==> config.mk <==
export PLATFORM = sky130hd
export DESIGN_NAME = hs_tx
export DESIGN_NICKNAME = d
export VERILOG_FILES = /design/src/rtl/hs_tx_pkg.sv /design/src/rtl/cdc_sync2.sv /design/src/rtl/hs_tx.sv
export SDC_FILE = /design/constraint.sdc
export NUM_CORES = 1
export LEC_CHECK = 0
export CAP_MARGIN = 20
export CELL_PAD_IN_SITES_DETAIL_PLACEMENT = 1
export CELL_PAD_IN_SITES_GLOBAL_PLACEMENT = 1
export CORE_ASPECT_RATIO = 0.7
export CORE_UTILIZATION = 49
export DETAILED_ROUTE_END_ITERATION = 10
export GPL_TIMING_DRIVEN = 0
export PLACE_DENSITY = 0.95
export SLEW_MARGIN = 20
export SYNTH_ARGS = -nofsm -noshare
export SYNTH_HDL_FRONTEND = slang
export SYNTH_SLANG_ARGS = --single-unit
==> constraint.sdc <==
create_clock -name clk_i -period 3.4 [get_ports clk_i]
set_input_delay 0.68 -clock clk_i [delete_from_list [all_inputs] [get_ports clk_i]]
set_output_delay 0.68 -clock clk_i [all_outputs]
set_load 0.02 [all_outputs]
==> src/rtl/hs_tx_pkg.sv <==
// hs_tx shared types and defaults.
// Holds the handshake FSM state encoding.
package hs_tx_pkg;

  localparam int DW_DEF    = 8;
  localparam int DEPTH_DEF = 4;
  localparam int SYNC_DEF  = 2;

  typedef enum logic [1:0] {
    IDLE    = 2'd0,
    SETUP   = 2'd1,
    REQ     = 2'd2,
    RELEASE = 2'd3
  } hs_state_t;

  function automatic bit is_pow2(input int v);
    return (v >= 2) && ((v & (v - 1)) == 0);
  endfunction

endpackage

==> src/rtl/cdc_sync2.sv <==
// Multi-flop synchronizer for a single async level.
// Cleared by the synchronous reset.
module cdc_sync2 #(
  parameter int STAGES = 2
) (
  input  logic clk_i,
  input  logic rst_i,
  input  logic d,
  output logic q
);

  logic [STAGES-1:0] sr;

  always_ff @(posedge clk_i) begin
    if (rst_i) begin
      sr <= '0;
    end else begin
      sr <= {sr[STAGES-2:0], d};
    end
  end

  assign q = sr[STAGES-1];

endmodule

==> src/rtl/hs_tx.sv <==
// FIFO-buffered four-phase req/ack transmitter.
// Words leave through data_o under a req/ack handshake.
module hs_tx
  import hs_tx_pkg::*;
#(
  parameter int DW          = DW_DEF,
  parameter int DEPTH       = DEPTH_DEF,
  parameter int SYNC_STAGES = SYNC_DEF
) (
  input  logic                       clk_i,
  input  logic                       rst_i,
  input  logic                       s_vld,
  output logic                       s_rdy,
  input  logic [DW-1:0]              s_data,
  output logic                       req_o,
  output logic [DW-1:0]              data_o,
  input  logic                       ack_i,
  output logic                       busy_o,
  output logic [$clog2(DEPTH+1)-1:0] level_o
);

  localparam int AW = $clog2(DEPTH);
  localparam int LW = $clog2(DEPTH + 1);

  hs_state_t       state;
  logic            ack_s;
  logic [AW:0]     wptr;
  logic [AW:0]     rptr;
  logic [LW-1:0]   level;
  logic [DW-1:0]   mem [DEPTH];
  logic            full;
  logic            empty;
  logic            push;
  logic            pop;

  cdc_sync2 #(
    .STAGES(SYNC_STAGES)
  ) u_ack_sync (
    .clk_i(clk_i),
    .rst_i(rst_i),
    .d    (ack_i),
    .q    (ack_s)
  );

  // wrap bit makes wptr - rptr the true occupancy
  assign level = LW'(wptr - rptr);
  assign full  = (level == LW'(DEPTH));
  assign empty = (level == '0);
  assign s_rdy = !full;
  assign push  = s_vld && s_rdy;
  assign pop   = (state == IDLE) && !empty && !ack_s;

  assign level_o = level;

  always_ff @(posedge clk_i) begin
    if (rst_i) begin
      wptr <= '0;
      rptr <= '0;
    end else begin
      if (push) wptr <= wptr + (AW+1)'(1);
      if (pop)  rptr <= rptr + (AW+1)'(1);
    end
  end

  always_ff @(posedge clk_i) begin
    if (push) mem[wptr[AW-1:0]] <= s_data;
  end

  always_ff @(posedge clk_i) begin
    if (rst_i) begin
      state  <= IDLE;
      req_o  <= 1'b0;
      data_o <= '0;
      busy_o <= 1'b0;
    end else begin
      unique case (state)
        IDLE: begin
          if (pop) begin
            data_o <= mem[rptr[AW-1:0]];
            busy_o <= 1'b1;
            state  <= SETUP;
          end
        end
        SETUP: begin
          req_o <= 1'b1;
          state <= REQ;
        end
        REQ: begin
          if (ack_s) begin
            req_o <= 1'b0;
            state <= RELEASE;
          end
        end
        RELEASE: begin
          if (!ack_s) begin
            busy_o <= 1'b0;
            state  <= IDLE;
          end
        end
        default: begin
          req_o  <= 1'b0;
          busy_o <= 1'b0;
          state  <= IDLE;
        end
      endcase
    end
  end

endmodule
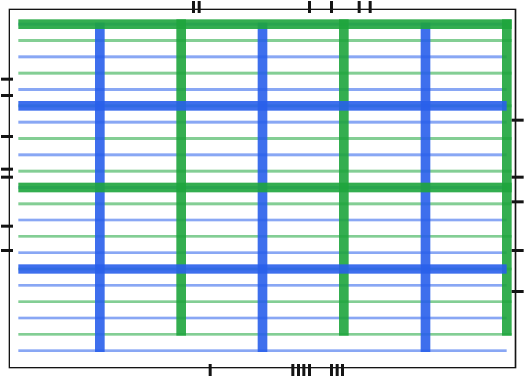
*Supply network*
Scale: 6 px per µm. Pins as bars on the die edge.
| net | colour |
|---|---|
| VSS | blue |
| VDD | green |
met4 straps: 6
met1 rails: 21
signal pins: 26
met5 straps: 4
rows: 20
core box area: 4429 µm²
VDD IR max: 356.8 µV
Die Wd: 84.13 µm
Die H: 59.49 µm

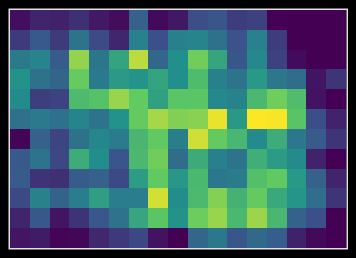
*Wiring heat map*
Scale: 4 px per µm. 17 x 12 tiles, from dark purple (low) to yellow (high), scaled to the fullest tile. Values are wire area over tile area, all layers added.
fullest tile: 0.37
emptiest ninth of the die: top right
tiles over half the peak: 33%
densest ninth of the die: middle

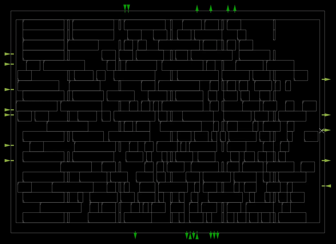
*Placed standard cells*
Fillers: 420
Seq/total area: 50.02%
Cell Rows: 20
seq_cells: 52

==> results.json <==
{
  "dp_cells": 240,
  "ys_sh_simple_pct": 12.01,
  "whs_ns": 0.4626,
  "r2r_cells": 6,
  "yosysCellCount": 160,
  "async_flop_share_pct": 0,
  "hold_end": "u_ack_sync.sr[1]",
  "run_status": "finished, violations left",
  "tightest_slew_ns": 0.7072,
  "cp-endpoint": "s_rdy",
  "yosysTopAreaCell": "edfxtp_1",
  "rsz0062_at_grt": "no",
  "finalClockPeriodUsage_pct": 96.03,
  "drc": 2,
  "violations": "design-rule violations",
  "ys_top_cells_by_area": "edfxtp_1, dfxtp_1, mux4_2",
  "maxCapViolCount": 0,
  "final_nets": 215,
  "r2r_end": "wptr[2]",
  "syn-num-nets": 183,
  "cts_resized": 0,
  "leakage_nw": 0.9900,
  "io_buffers": 25,
  "stdcell_area_um2": 2721,
  "path_clk_slew_ns": 0.10,
  "chip_area_um2": 5005,
  "synthAoiAreaFrac_pct": 5.084,
  "routed_wl_um": 4758,
  "cts_made_buffers": 5,
  "critPathLaunch": "wptr[0]",
  "numClockSinks": 52
}
[critical path: stages (launching register included)]
cell and delay (ns):
dfxtp_1 0.39, inv_1 0.12, ha_1 0.23, fa_1 0.42, xor3_2 0.38, nand3_1 0.13, clkdlybuf4s50_1 0.61
[power breakdown]
group          internal (mW)  switching, mW
combinational          0.478          0.571
clock                  0.147          0.205
sequential             0.804         0.0610
[final cells by class]
type / count / area share, %
buffer: 5 / 0.7356
clock buffer: 6 / 2.667
clock inverter: 2 / 0.5977
inverter: 8 / 1.103
multi-input combinational: 95 / 33.15
sequential: 52 / 50.02
tap: 55 / 2.529
timing repair buffer: 25 / 9.195
[layout by cell type, fill, tap and decap left out, types with 2 or more instances in the layout]
| cell | n |
|---|---|
| nand2_1 | 4 |
| clkdlybuf4s50_1 | 25 |
| nand2b_1 | 22 |
| a21oi_1 | 2 |
| nor2_1 | 6 |
| clkbuf_8 | 5 |
| dfxtp_1 | 20 |
| inv_1 | 8 |
| and2_1 | 3 |
| edfxtp_1 | 32 |
| nor2b_1 | 7 |
| mux4_2 | 8 |
| a211oi_1 | 2 |
| mux2_1 | 2 |
| mux2i_1 | 11 |
| clkbuf_1 | 5 |
| ha_1 | 10 |
| nand3_1 | 2 |
[metal layers]
layer / track usage [%] / part of all wire [%]
met1: 23.44 / 41
met2: 40.05 / 54
met3: 5.432 / 3.8
met4: 6.650 / 0.84
met5: 0 / 0
[state kept, by name, summed over array words and instances (netlist names)]
signal         count
busy_o             1
wptr               3
req_o              1
state              2
mem               32
data_o             8
rptr               3
u_ack_sync.sr      2
